===== src/rtl/ascon_ctrl_fsm_pkg.sv =====
// Shared types and round constants for the ASCON-AEAD128 sequencing controller.
package ascon_pack;

  typedef enum logic [2:0] {
    S_IDLE,
    S_INIT,
    S_WAIT_AD,
    S_ROUND_AD,
    S_WAIT_PT,
    S_ROUND_PT,
    S_FINAL,
    S_DONE
  } state_e;

  typedef enum logic [1:0] {
    UP_DATA = 2'd0,
    UP_KEY  = 2'd1,
    UP_BOTH = 2'd2
  } up_sel_e;

  typedef enum logic [1:0] {
    DN_KEY        = 2'd0,
    DN_DOMAIN     = 2'd1,
    DN_KEY_DOMAIN = 2'd2
  } down_sel_e;

  localparam int         ROUNDS_A    = 12;
  localparam int         ROUNDS_B    = 8;
  localparam logic [3:0] RND_START_A = 4'd0;
  // p8 is the tail of p12, so both permutations end on the same index.
  localparam logic [3:0] RND_START_B = 4'(ROUNDS_A - ROUNDS_B);
  localparam logic [3:0] RND_LAST    = 4'(ROUNDS_A - 1);

endpackage


===== src/rtl/ascon_ctrl_fsm_if.sv =====
// Handshake and datapath-control bundle between the block source and the controller.
interface ascon_ctrl_fsm_if;
  logic       start_i;
  logic       ad_empty_i;
  logic       block_valid_i;
  logic       block_last_i;
  logic       block_ready_o;
  logic       init_state_o;
  logic       en_xor_up_o;
  logic [1:0] xor_up_sel_o;
  logic       en_xor_down_o;
  logic [1:0] xor_down_sel_o;
  logic [3:0] round_o;
  logic       en_reg_o;
  logic       en_cipher_o;
  logic       done_o;

  modport slave (
    input  start_i, ad_empty_i, block_valid_i, block_last_i,
    output block_ready_o, init_state_o, en_xor_up_o, xor_up_sel_o,
           en_xor_down_o, xor_down_sel_o, round_o, en_reg_o, en_cipher_o, done_o
  );

  modport master (
    output start_i, ad_empty_i, block_valid_i, block_last_i,
    input  block_ready_o, init_state_o, en_xor_up_o, xor_up_sel_o,
           en_xor_down_o, xor_down_sel_o, round_o, en_reg_o, en_cipher_o, done_o
  );
endinterface


===== src/rtl/ascon_ctrl_fsm_round_counter.sv =====
// 4-bit round index with parallel load; flags the final round of any permutation.
module round_counter
  import ascon_pack::*;
(
  input  logic       clock_i,
  input  logic       rst_i,
  input  logic       load_i,
  input  logic [3:0] load_val_i,
  input  logic       inc_i,
  output logic [3:0] value_o,
  output logic       last_o
);
  logic [3:0] cnt_q;

  always_ff @(posedge clock_i or posedge rst_i) begin
    if (rst_i) begin
      cnt_q <= 4'd0;
    end else if (load_i) begin
      cnt_q <= load_val_i;
    end else if (inc_i) begin
      cnt_q <= cnt_q + 4'd1;
    end
  end

  assign value_o = cnt_q;
  assign last_o  = (cnt_q == RND_LAST);
endmodule


===== src/rtl/ascon_ctrl_fsm.sv =====
// ASCON-AEAD128 encryption sequencer: walks the round-per-cycle datapath through
// init, AD absorption, plaintext absorption and finalization.
module ascon_ctrl_fsm
  import ascon_pack::*;
(
  input logic             clock_i,
  input logic             rst_i,
  ascon_ctrl_fsm_if.slave bus
);
  state_e     state_q;
  logic       ad_empty_q;
  logic       last_q;

  logic       cnt_load, cnt_inc, cnt_last;
  logic [3:0] cnt_load_val, cnt_value;

  logic       block_ready, init_state, en_xor_up, en_xor_down, en_reg, en_cipher, done;
  logic [1:0] xor_up_sel, xor_down_sel;
  logic [3:0] round;

  round_counter u_round_counter (
    .clock_i    (clock_i),
    .rst_i      (rst_i),
    .load_i     (cnt_load),
    .load_val_i (cnt_load_val),
    .inc_i      (cnt_inc),
    .value_o    (cnt_value),
    .last_o     (cnt_last)
  );

  // Accept cycles run the first round of the block directly, so decodes see block_valid_i.
  always_comb begin
    block_ready  = 1'b0;
    init_state   = 1'b0;
    en_xor_up    = 1'b0;
    xor_up_sel   = UP_DATA;
    en_xor_down  = 1'b0;
    xor_down_sel = DN_KEY;
    round        = 4'd0;
    en_reg       = 1'b0;
    en_cipher    = 1'b0;
    done         = 1'b0;
    cnt_load     = 1'b0;
    cnt_load_val = RND_START_A;
    cnt_inc      = 1'b0;
    case (state_q)
      S_IDLE, S_DONE: begin
        done     = (state_q == S_DONE);
        cnt_load = bus.start_i;
      end
      S_INIT: begin
        en_reg     = 1'b1;
        round      = cnt_value;
        init_state = (cnt_value == RND_START_A);
        cnt_inc    = !cnt_last;
        if (cnt_last) begin
          en_xor_down  = 1'b1;
          xor_down_sel = ad_empty_q ? DN_KEY_DOMAIN : DN_KEY;
        end
      end
      S_WAIT_AD: begin
        block_ready = 1'b1;
        if (bus.block_valid_i) begin
          en_reg       = 1'b1;
          round        = RND_START_B;
          en_xor_up    = 1'b1;
          cnt_load     = 1'b1;
          cnt_load_val = RND_START_B + 4'd1;
        end
      end
      S_ROUND_AD: begin
        en_reg  = 1'b1;
        round   = cnt_value;
        cnt_inc = !cnt_last;
        if (cnt_last && last_q) begin
          en_xor_down  = 1'b1;
          xor_down_sel = DN_DOMAIN;
        end
      end
      S_WAIT_PT: begin
        block_ready = 1'b1;
        if (bus.block_valid_i) begin
          en_reg    = 1'b1;
          en_xor_up = 1'b1;
          en_cipher = 1'b1;
          cnt_load  = 1'b1;
          if (bus.block_last_i) begin
            round        = RND_START_A;
            xor_up_sel   = UP_BOTH;
            cnt_load_val = RND_START_A + 4'd1;
          end else begin
            round        = RND_START_B;
            cnt_load_val = RND_START_B + 4'd1;
          end
        end
      end
      S_ROUND_PT: begin
        en_reg  = 1'b1;
        round   = cnt_value;
        cnt_inc = !cnt_last;
      end
      S_FINAL: begin
        en_reg      = 1'b1;
        round       = cnt_value;
        cnt_inc     = !cnt_last;
        en_xor_down = cnt_last;
      end
      default: ;
    endcase
  end

  always_ff @(posedge clock_i or posedge rst_i) begin
    if (rst_i) begin
      state_q    <= S_IDLE;
      ad_empty_q <= 1'b0;
      last_q     <= 1'b0;
    end else begin
      case (state_q)
        S_IDLE, S_DONE: begin
          if (bus.start_i) begin
            state_q    <= S_INIT;
            ad_empty_q <= bus.ad_empty_i;
            last_q     <= 1'b0;
          end
        end
        S_INIT:     if (cnt_last) state_q <= ad_empty_q ? S_WAIT_PT : S_WAIT_AD;
        S_WAIT_AD: begin
          if (bus.block_valid_i) begin
            last_q  <= bus.block_last_i;
            state_q <= S_ROUND_AD;
          end
        end
        S_ROUND_AD: if (cnt_last) state_q <= last_q ? S_WAIT_PT : S_WAIT_AD;
        S_WAIT_PT:  if (bus.block_valid_i) state_q <= bus.block_last_i ? S_FINAL : S_ROUND_PT;
        S_ROUND_PT: if (cnt_last) state_q <= S_WAIT_PT;
        S_FINAL:    if (cnt_last) state_q <= S_DONE;
        default:    state_q <= S_IDLE;
      endcase
    end
  end

  assign bus.block_ready_o  = block_ready;
  assign bus.init_state_o   = init_state;
  assign bus.en_xor_up_o    = en_xor_up;
  assign bus.xor_up_sel_o   = xor_up_sel;
  assign bus.en_xor_down_o  = en_xor_down;
  assign bus.xor_down_sel_o = xor_down_sel;
  assign bus.round_o        = round;
  assign bus.en_reg_o       = en_reg;
  assign bus.en_cipher_o    = en_cipher;
  assign bus.done_o         = done;
endmodule


===== src/flat_wrapper.sv =====
// flat-port wrapper written by rule: the top's interface ports become plain ports
module ascon_ctrl_fsm_flat import ascon_pack::*;
  (clock_i, rst_i, bus_start_i, bus_ad_empty_i, bus_block_valid_i, bus_block_last_i, bus_block_ready_o, bus_init_state_o, bus_en_xor_up_o, bus_xor_up_sel_o, bus_en_xor_down_o, bus_xor_down_sel_o, bus_round_o, bus_en_reg_o, bus_en_cipher_o, bus_done_o);
  ascon_ctrl_fsm_if bus_i ();
  input logic clock_i;
  input logic rst_i;
  input wire logic [$bits(bus_i.start_i)-1:0] bus_start_i;
  input wire logic [$bits(bus_i.ad_empty_i)-1:0] bus_ad_empty_i;
  input wire logic [$bits(bus_i.block_valid_i)-1:0] bus_block_valid_i;
  input wire logic [$bits(bus_i.block_last_i)-1:0] bus_block_last_i;
  output wire logic [$bits(bus_i.block_ready_o)-1:0] bus_block_ready_o;
  output wire logic [$bits(bus_i.init_state_o)-1:0] bus_init_state_o;
  output wire logic [$bits(bus_i.en_xor_up_o)-1:0] bus_en_xor_up_o;
  output wire logic [$bits(bus_i.xor_up_sel_o)-1:0] bus_xor_up_sel_o;
  output wire logic [$bits(bus_i.en_xor_down_o)-1:0] bus_en_xor_down_o;
  output wire logic [$bits(bus_i.xor_down_sel_o)-1:0] bus_xor_down_sel_o;
  output wire logic [$bits(bus_i.round_o)-1:0] bus_round_o;
  output wire logic [$bits(bus_i.en_reg_o)-1:0] bus_en_reg_o;
  output wire logic [$bits(bus_i.en_cipher_o)-1:0] bus_en_cipher_o;
  output wire logic [$bits(bus_i.done_o)-1:0] bus_done_o;
  assign bus_i.start_i = bus_start_i;
  assign bus_i.ad_empty_i = bus_ad_empty_i;
  assign bus_i.block_valid_i = bus_block_valid_i;
  assign bus_i.block_last_i = bus_block_last_i;
  assign bus_block_ready_o = bus_i.block_ready_o;
  assign bus_init_state_o = bus_i.init_state_o;
  assign bus_en_xor_up_o = bus_i.en_xor_up_o;
  assign bus_xor_up_sel_o = bus_i.xor_up_sel_o;
  assign bus_en_xor_down_o = bus_i.en_xor_down_o;
  assign bus_xor_down_sel_o = bus_i.xor_down_sel_o;
  assign bus_round_o = bus_i.round_o;
  assign bus_en_reg_o = bus_i.en_reg_o;
  assign bus_en_cipher_o = bus_i.en_cipher_o;
  assign bus_done_o = bus_i.done_o;
  ascon_ctrl_fsm u_core (.clock_i(clock_i), .rst_i(rst_i), .bus(bus_i));
endmodule

===== config.mk =====
export PLATFORM = sky130hd
export DESIGN_NAME = ascon_ctrl_fsm_flat
export DESIGN_NICKNAME = d
export VERILOG_FILES = /design/src/rtl/ascon_ctrl_fsm_pkg.sv /design/src/rtl/ascon_ctrl_fsm_if.sv /design/src/rtl/ascon_ctrl_fsm_round_counter.sv /design/src/rtl/ascon_ctrl_fsm.sv /design/src/flat_wrapper.sv
export SDC_FILE = /design/constraint.sdc
export NUM_CORES = 1
export LEC_CHECK = 0
export CORE_MARGIN = 2
export CORE_UTILIZATION = 51
export DETAILED_ROUTE_END_ITERATION = 16
export PLACE_DENSITY_LB_ADDON = 0.2
export RECOVER_POWER = 25
export SKIP_CTS_REPAIR_TIMING = 1
export SYNTH_ARGS = -nofsm -noshare
export SYNTH_HDL_FRONTEND = slang
export SYNTH_HIERARCHICAL = 1
export SYNTH_SLANG_ARGS = --single-unit

===== constraint.sdc =====
create_clock -name clock_i -period 5.49 [get_ports clock_i]
set_input_delay 0.549 -clock clock_i [delete_from_list [all_inputs] [get_ports clock_i]]
set_output_delay 0.549 -clock clock_i [all_outputs]
set_load 0.05 [all_outputs]

==> results.yml, run 1 <==
# implementation run metrics
global_route:
  track_usage_pct: 20.3
  grt.busiest_layer: "met2"
  antenna_found_initial: 0
  first_global_vias: 728
  grt_pass1_wl_um: 2960
  overflow: 0
  grt_max_degree: 25
  grt_util_met3_pct: 2.92
critical_path:
  crit_chain: "nand2_2, xnor2_1, o22ai_1, clkdlybuf4s50_1"
  worstPathRequired_ns: 4.94
  critPathMaxStageDelay_ns: 0.78
  rr_startpoint: "u_core/state_q[1]"
  r2r_end: "u_core/u_round_counter/value_o[3]"
  end_kind: "output port"
  crit_path_top_delay_cell: "dfrtp_1"
  crit_end: "bus_round_o[2]"
  ff2ff_setup_slack_ns: 3.24
  worstSetupPathDepth: 4
  path_buffers: 1
status:
  status: "completed"
clock_network:
  numClockSinks: 9
  cts.htree.levels: 1
  clk_pin_slew_ns: 0.07
  cts_max_path_buffers: 2
  cts_buffers: 3
min_path:
  whs_endpoint: "u_core/last_q"
  hold_class: "reg -> reg"
  min_path_cells: 2
timing:
  final.setup.worst_slack_ns: 2.37
  hold_viol: 0
  slew_violations: 0
  setup_violations: 0
  maxSlewHeadroom_pct: 54.6
  worst_pin_slew_ns: 0.681
  rsz0062_at_grt: "false"
  period_used_pct: 56.8
  skew_ns: 0.00234
power_and_ir_drop:
  p_seq_share_pct: 25.7
  swShare_pct: 53.6
  intPower_w: 0.000288
  powerDensity_nw_per_um2: 624
  clkPwrFrac_pct: 8.6
  p_sw_w: 0.000333
place:
  place_ws_ns: 2.64
  gp_congestion: 0.761
  hpwl_um: 1400
  portBuffers: 19
synthesis:
  ys_chip_area_um2: 790
  compound_area_share_pct: 22.5
  yosys.area_share.simple_pct: 28.5
  synth_flops: 9
  synth.largest_area_cell: "dfrtp_1"
  top_area_share_pct: 28.5
  common_cells: "nand2_1, nor2_1, dfrtp_1"
  edf_count: 0
  netlist_area_um2: 790
  top_cells_by_area: "dfrtp_1, nand2_1, nor2_1"
  synth-xor-area-share_pct: 5.55
  ys_sh_adder_pct: 1.58
  yosysWarnings: 6
  ys_types: 40
routing:
  drt-met1-wl_um: 744
  viasPerCell: 5.53
  drt-total-wl_um: 1790
  routed-wl-met3_um: 52
  via_count: 758
  drc: 0
  dr.pass1.iters: 4
  top_layer_used: "met3"
floorplan:
  dieArea_um2: 1880
  core_area_um2: 1470
  fp.dieH_um: 43.3
  die_w_um: 43.3
  fp-row-count: 14
job:
  max-cap-violations: 0
  openroad.warnings: 26
cells_and_area:
  layout_top_cells: "clkdlybuf4s50_1, nand2_1, nor2_1"
  utilization_pct: 67.6
  lay_top_count: "clkdlybuf4s50_1"
  nets: 129
  area_growth_syn_to_layout_pct: 26.0
## run 1: layout make-up
class	instances	area [um2]
well taps	16	20.0
flip-flops and latches	9	225
fillers	126	477
multi-input cells	82	507
inverters	7	26.3
clock buffers	4	26.3
repair buffers	19	190
## run 1: flip-flops by register name, summed over array words and instances (netlist names)
name / cells
u_core/ad_empty_q: 1
u_core/u_round_counter/value_o: 4
u_core/last_q: 1
u_core/state_q: 3
## run 1: power groups by stage
stage | Sequential [W] | Clock [W] | Combinational [W]
floorplan | 0.000123 | 0 | 0.000350
global placement | 0.000158 | 0 | 0.000400
detailed placement | 0.000160 | 0 | 0.000408
CTS | 0.000158 | 0.0000564 | 0.000410
global route | 0.000166 | 0.0000567 | 0.000438
finish | 0.000159 | 0.0000536 | 0.000408
### I/O nets highlighted, run 1

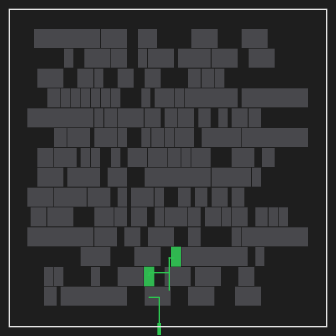
rst_i -> green  # bits 1, direction input, edge bottom, end cells 2, buffers 1, wire 13.2 um

### Cell area per tile, run 1

The die is cut into 9 by 9 equal tiles; white is low, dark blue is high, 0 to 100% covered.
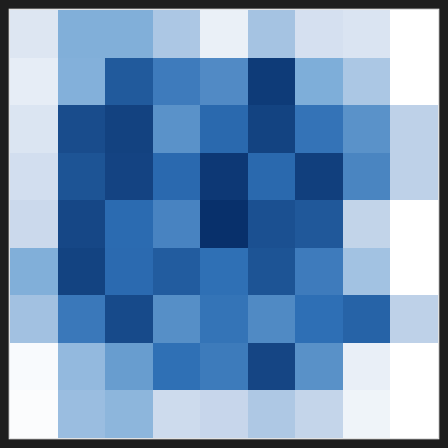
fullest tile = 100%
nearly empty tiles = 8.6%
tiles over 75% full = 30%
mean over tiles = 52%
densest ninth of the die = centre

### Placed cells, one colour a class, run 1

Bar = 10 um. Fill, decap, tap and diode cells in grey.
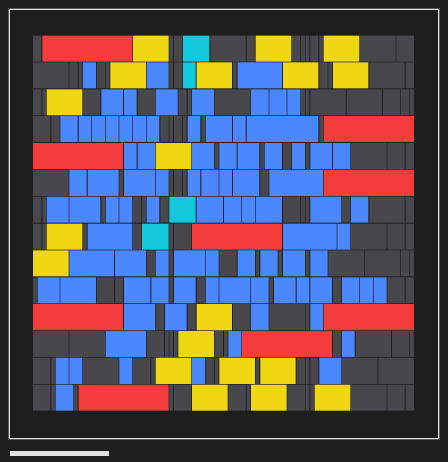
flip-flops -> red  # cells 9, share of their area 23%
clock drivers and dummy loads -> cyan  # cells 4, share of their area 2.7%
other buffers and delay cells -> yellow  # cells 19, share of their area 20%
all other logic -> blue  # cells 89, share of their area 55%

--- run 2 (diff from run 1) ---
- CORE_UTILIZATION: 51 -> 47
- clock period: 5.49 -> 3.3 ns (I/O delays scaled with it)
### Congestion heat map, run 2

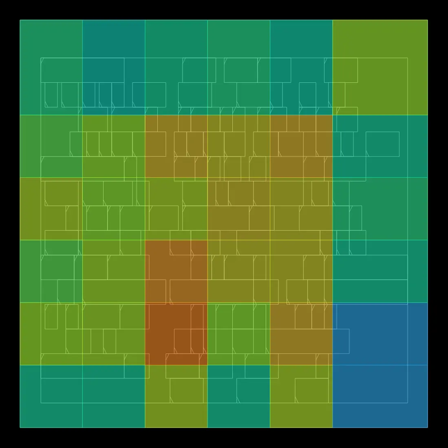
Global Route Usage Sum: 18.7%
met2 GRT Util: 30.6%
gr busiest metal: met2

==> run 2 against run 1 <==
Synthesized area unchanged. Clock skew up 0.00051 ns. Global-route usage down 1.6 points. Via count down 3.3%. Worst setup slack worse by 1.8 ns. Sequential power up 58%. Non-clock buffer count up 1. Clock power up 63%.
==> results.yml, run 2 <==
# implementation run metrics
status:
  status: "completed"
place:
  place_ws_ns: 0.862
  gp_congestion: 0.838
  portBuffers: 19
routing:
  drc: 0
  via_count: 733
  dr.pass1.iters: 4
  drt-total-wl_um: 1690
clock_network:
  clk_pin_slew_ns: 0.06
  cts.htree.levels: 1
global_route:
  grt_max_degree: 19
  antenna_found_initial: 0
  grt_pass1_wl_um: 2780
  first_global_vias: 664
timing:
  hold_viol: 0
  rsz0062_at_grt: "false"
  slew_violations: 0
  skew_ns: 0.00285
  maxSlewHeadroom_pct: 61.9
power_and_ir_drop:
  p_sw_w: 0.000547
  swShare_pct: 53.1
  p_seq_share_pct: 24.4
  powerDensity_nw_per_um2: 1030
  intPower_w: 0.000484
synthesis:
  top_cells_by_area: "dfrtp_1, nand2_1, nor2_1"
  ys_types: 40
  yosysWarnings: 6
  synth.largest_area_cell: "dfrtp_1"
  yosys.area_share.simple_pct: 28.5
  common_cells: "nand2_1, nor2_1, dfrtp_1"
  compound_area_share_pct: 22.5
  top_area_share_pct: 28.5
  synth-xor-area-share_pct: 5.55
  synth_flops: 9
floorplan:
  fp-row-count: 14
  n_tap_cell: 16
  die_w_um: 45.0
  core_area_um2: 1540
  dieArea_um2: 2020
cells_and_area:
  n_all_buffers: 20
  dominant_cells: "multi-input combinational cells"
  largest_register_ffs: 4
  nets: 130
  comb_area_share_pct: 50.6
  lay_top_count: "clkdlybuf4s50_1"
  clockBufferCount: 4
  comb_cells: 82
  buf_share_pct: 19.7
  flop_area_um2: 225
critical_path:
  crit_path_top_delay_cell: "clkdlybuf4s50_1"
  crit_chain: "nand2_2, xnor2_1, o22ai_1, clkdlybuf4s50_1"
  path_buffers: 1
  ff2ff_setup_slack_ns: 1.18
  worstPathRequired_ns: 2.97
job:
  openroad.warnings: 26
min_path:
  hold_class: "in -> async"
### I/O nets highlighted, run 2

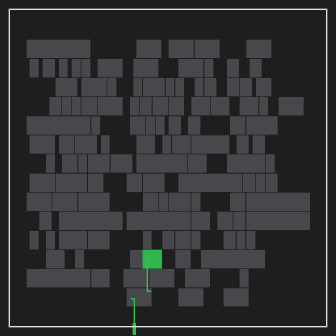
rst_i -> green  # bits 1, direction input, edge bottom, end cells 2, buffers 1, wire 10.1 um

run 2: worst paths after layout:
| check | cells past startpoint | end | startpoint |
|---|---|---|---|
| setup / recovery | 4 | bus_round_o[2] | u_core/state_q[2] |
| hold / removal | 2 | u_core/u_round_counter/value_o[3] | rst_i |
| setup reg to reg | 6 | u_core/u_round_counter/value_o[3] | u_core/state_q[2] |
| hold reg to reg | 2 | u_core/last_q | u_core/last_q |
| max in group asynchronous | 2 | u_core/ad_empty_q | rst_i |
| min in group clock_i | 2 | u_core/last_q | u_core/last_q |
run 2: routing by layer:
| layer | wire length [um] | vias up | track usage [%] |
|---|---|---|---|
| li1 | - | 388 | - |
| met1 | 756 | 334 | 24.4 |
| met2 | 851 | 9 | 30.6 |
| met3 | 64 | 2 | 6.00 |
| met4 | 14 | 0 | 3.53 |
| met5 | 0 | - | 0 |
Power and IR drop assume default switching activity.
